--- config.mk ---
export PLATFORM = sky130hd
export DESIGN_NAME = pokey_serout_ctrl
export DESIGN_NICKNAME = d
export VERILOG_FILES = /design/src/rtl/pokey_serout_ctrl.sv
export SDC_FILE = /design/constraint.sdc
export NUM_CORES = 1
export LEC_CHECK = 0
export CAP_MARGIN = 15
export CORE_MARGIN = 2
export CORE_UTILIZATION = 41
export CTS_CLUSTER_SIZE = 28
export DETAILED_ROUTE_END_ITERATION = 6
export PLACE_DENSITY = 0.79
export SLEW_MARGIN = 10
export SYNTH_ARGS = -nofsm -noshare
export SYNTH_HDL_FRONTEND = slang
export SYNTH_SLANG_ARGS = --single-unit
--- constraint.sdc ---
create_clock -name clk -period 2.01 [get_ports clk]
set_clock_uncertainty 0.2 [all_clocks]
set_input_delay 0.3015 -clock clk [delete_from_list [all_inputs] [get_ports clk]]
set_output_delay 0.3015 -clock clk [all_outputs]
set_load 0.01 [all_outputs]
--- src/rtl/pokey_serout_ctrl.sv ---
// Serial-output controller: buffers one CPU byte and sequences the negedge shift
// chain that frames it as {stop, data, start}, raising need/done interrupt levels.
module pokey_serout_ctrl #(
  parameter int DATA_BITS = 8,
  parameter int STOP_BITS = 1,
  localparam int FRAME_W = 1 + DATA_BITS + STOP_BITS
) (
  input  logic                 clk,
  input  logic                 reset,
  input  logic                 wr_en,
  input  logic [DATA_BITS-1:0] wr_data,
  input  logic                 baud_tick,
  input  logic                 need_ack,
  input  logic                 done_ack,
  output logic                 sr_ld,
  output logic                 sr_en,
  output logic [FRAME_W-1:0]   sr_data,
  output logic                 sr_preset,
  output logic                 busy,
  output logic                 need_irq,
  output logic                 done_irq,
  output logic                 overrun
);

  localparam int CNT_W = $clog2(FRAME_W + 1);

  typedef enum logic {IDLE, SHIFT} state_t;

  state_t               state_q, state_d;
  logic [DATA_BITS-1:0] buf_data_q, buf_data_d;
  logic                 buf_valid_q, buf_valid_d;
  logic [CNT_W-1:0]     bit_cnt_q, bit_cnt_d;
  logic                 need_irq_q, need_irq_d;
  logic                 done_irq_q, done_irq_d;
  logic                 overrun_q, overrun_d;

  logic last_tick;
  logic load;
  logic finish;

  // last_tick marks the end of the final stop bit; load covers both the idle
  // load and the back-to-back reload at the end of a frame.
  always_comb begin
    last_tick = (state_q == SHIFT) && baud_tick && (bit_cnt_q == CNT_W'(1));
    load      = !reset && buf_valid_q && ((state_q == IDLE) || last_tick);
    finish    = !reset && last_tick && !buf_valid_q;
  end

  always_comb begin
    sr_ld     = 1'b0;
    sr_en     = 1'b1;
    sr_preset = 1'b1;
    if (!reset) begin
      if (load) begin
        sr_ld     = 1'b1;
        sr_preset = 1'b0;
      end else if ((state_q == SHIFT) && !finish) begin
        sr_preset = 1'b0;
        sr_en     = baud_tick;
      end
    end
  end

  assign sr_data = {{STOP_BITS{1'b1}}, buf_data_q, 1'b0};

  // Flag updates are ordered so that a later assignment wins: ack, then set,
  // then the clear caused by a fresh write.
  always_comb begin
    state_d     = state_q;
    buf_data_d  = buf_data_q;
    buf_valid_d = buf_valid_q;
    bit_cnt_d   = bit_cnt_q;
    need_irq_d  = need_irq_q;
    done_irq_d  = done_irq_q;
    overrun_d   = overrun_q;

    if (load) begin
      state_d     = SHIFT;
      bit_cnt_d   = CNT_W'(FRAME_W);
      buf_valid_d = 1'b0;
    end else if (finish) begin
      state_d   = IDLE;
      bit_cnt_d = '0;
    end else if ((state_q == SHIFT) && baud_tick) begin
      bit_cnt_d = bit_cnt_q - CNT_W'(1);
    end

    if (need_ack) need_irq_d = 1'b0;
    if (load)     need_irq_d = 1'b1;
    if (done_ack) done_irq_d = 1'b0;
    if (finish)   done_irq_d = 1'b1;

    if (wr_en) begin
      buf_data_d  = wr_data;
      buf_valid_d = 1'b1;
      need_irq_d  = 1'b0;
      done_irq_d  = 1'b0;
      if (buf_valid_q && !load) overrun_d = 1'b1;
    end
  end

  always_ff @(posedge clk) begin
    if (reset) begin
      state_q     <= IDLE;
      buf_data_q  <= '0;
      buf_valid_q <= 1'b0;
      bit_cnt_q   <= '0;
      need_irq_q  <= 1'b0;
      done_irq_q  <= 1'b0;
      overrun_q   <= 1'b0;
    end else begin
      state_q     <= state_d;
      buf_data_q  <= buf_data_d;
      buf_valid_q <= buf_valid_d;
      bit_cnt_q   <= bit_cnt_d;
      need_irq_q  <= need_irq_d;
      done_irq_q  <= done_irq_d;
      overrun_q   <= overrun_d;
    end
  end

  assign busy     = (state_q == SHIFT);
  assign need_irq = need_irq_q;
  assign done_irq = done_irq_q;
  assign overrun  = overrun_q;

endmodule

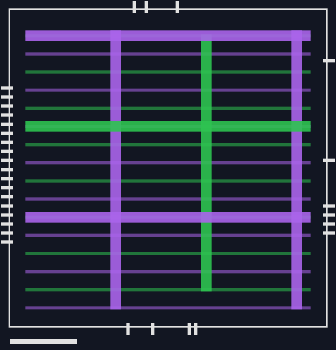
(images/power_grid.png)
The bar under the picture is 10 um long. Pins as bars on the die edge.
| colour | net |
|---|---|
| green | VDD |
| purple | VSS |
met5 straps: 3
rows: 15
met1 rails: 16
die width: 47.39 um
Peak supply drop: 0.5394 mV

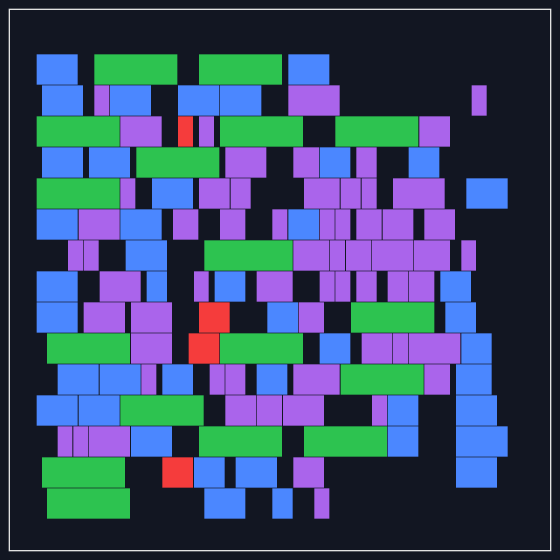
(images/placement_by_type.png)
| colour | class | cells | share of their area |
|---|---|---|---|
| green | sequential cells | 17 | 30% |
| red | clock drivers and dummy loads | 4 | 2.3% |
| blue | remaining buffers and delay cells | 42 | 33% |
| purple | combinational and other logic | 62 | 35% |
row count: 15
Core Area: 1745 sq um

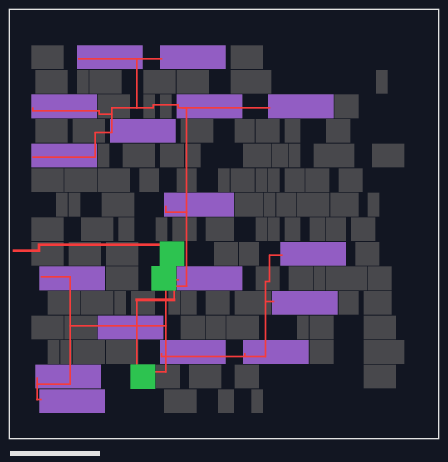
(images/clk_routes.png)
The bar under the picture is 10 um long.
[purple] flip-flops | count: 17
[red] clock wires | length: 191 um
[green] clock drivers | count: 3
routed clock nets: 4
Clock net power: 0.000178 W
Skew-Pair Late Insertion Delay: 0.28 ns
Clock power frac: 0.249

==> results_slide.txt <==
Flow Results at a Glance

Finish
  – FF/Latch Area: 341.6 sq um
  – Comb gate area: 382.9 sq um
  – Share of layout cells above drive strength 1: 0.1920

Yosys
  – Post-synth EDFFs: 0
  – Main area contributors: dfxtp_1 (44%), mux2i_1 (10%), nor2_1 (5.3%), ha_1 (3.2%), or3_1 (3.2%)
  – Cell Area, Synth: 772.0 sq um
  – Ys async rst share: 0
  – Synth flops: 17
  – Avg Synthesized Cell Area: 9.190 sq um

Hold path
  – HP Class: primary input to register
  – Worst Hold Depth: 3

Clock network
  – Postcts setup bufs: 0
  – PostCTS Resize Cnt: 10
  – CTS tree: built

Setup path
  – Buffers & Inverters on Critical Path: 3
  – Critical path depth: 7
  – Worst setup path class: register to output pin
  – Crit-path cells: inv_1 -> ha_1 -> and4bb_2 -> buf_4 -> nor2_4 -> o21bai_1 -> buf_2
  – CP required: 1.51 ns

Power
  – Leakage power total: 0.5072 nW
  – Pwr dens: 606.1 nW/um^2

Detailed routing
  – Detailed-route vias per instance: 4.967
  – DRC violations left: 0
  – Drt initial violations: 8

Timing
  – Final Worst Setup Slack: -0.01006 ns
  – Final Slew Violations: 0
  – Hold WS: 0.2175 ns
  – Setup Viol. Count Final: 1
  – Final worst path period need: 2.020 ns
  – Slew of the pin with the lowest slew margin: 0.6277 ns

Placed design
  – DP Cell Count: 145
  – Placed cell area: 1144 sq um

Die
  – Pre-Place Util: 0.4423
  – Chip area: 2246 sq um

Run status
  – Outcome: finished with violations
  – Failing checks: setup timing
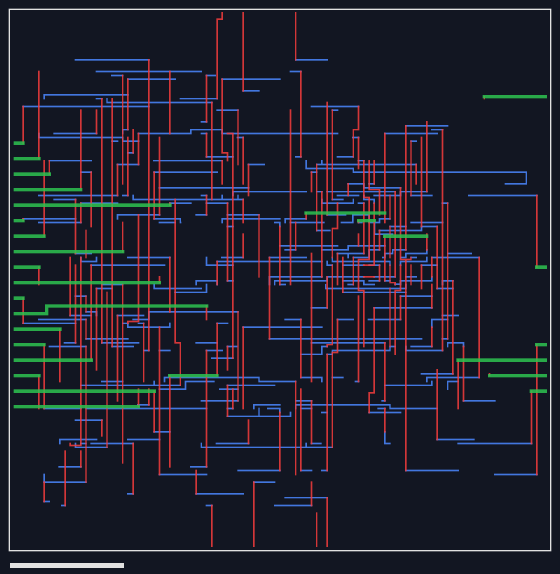
(images/wires.png)
The bar under the picture is 10 um long.
| colour | layer | wire length |
|---|---|---|
| red | metal 2 | 936 um |
| green | metal 3 | 146 um |
| blue | metal 1 | 729 um |
via total after detailed routing: 745
GR Util All Layers: 0.1852
final WL: 1811 um

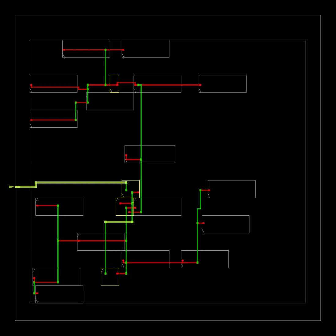
(images/clocks.png)
clk sinks: 17
flop count: 17
TritonCTS Buffers: 3
clkbuf count: 4

flip-flops by register name, summed over array words and instances (netlist names):
signal,count
bit_cnt_q,4
buf_data_q,8
buf_valid_q,1
busy,1
done_irq,1
need_irq,1
overrun,1
report_power, final:
part	switching [W]	internal (W)
combinational	0.0000727	0.0000981
clock	0.000101	0.0000769
sequential	0.00000990	0.000357
total	0.000184	0.000532
layer usage:
layer	track usage	routed length [um]
met1	0.2186	729
met2	0.3297	936
met3	0.05769	145
met4	0.03333	0
met5	0	0
area by class of cell:
class                           instances  share of cell area
Multi-Input combinational cell         56              0.3242
Timing Repair Buffer                   42              0.3189
Sequential cell                        17              0.2892
Tap cell                               25             0.02648
Clock buffer                            4             0.02225
Inverter                                6             0.01907
placed cells by master (no fill, tap or decap), drive strengths merged, types with 2 or more instances in the layout:
cell type      synthesis  layout
clkdlybuf4s50          0      24
dfxtp                 17      17
buf                    3      15
nor2                  11      11
mux2i                  8       8
inv                    6       6
clkbuf                 2       5
or3                    4       4
nand2                  4       4
a21oi                  3       3
nand3                  2       2
o31ai                  2       2
a31oi                  2       2
nand2b                 2       2
ha                     2       2
conb                   2       2
path summary, 6_finish.rpt:
path	startpoint	to	slack (ns)
worst max-delay path	bit_cnt_q[1]	sr_preset	-0.01
worst min-delay path	reset	bit_cnt_q[3]	0.22
worst max register to register	bit_cnt_q[1]	overrun	0.24
worst min register to register	overrun	overrun	0.27
kinds of logic after synthesis:
| group | Yosys count | share of synthesized area |
|---|---|---|
| simple gates | 28 | 0.1848 |
| flops | 17 | 0.4408 |
| compound gates | 16 | 0.1507 |
| mux | 8 | 0.1037 |
| fa+ha+maj | 2 | 0.03241 |
| buf+inv | 11 | 0.07777 |
| other cells | 2 | 0.009728 |
Power is estimated from default activity; no workload was simulated.
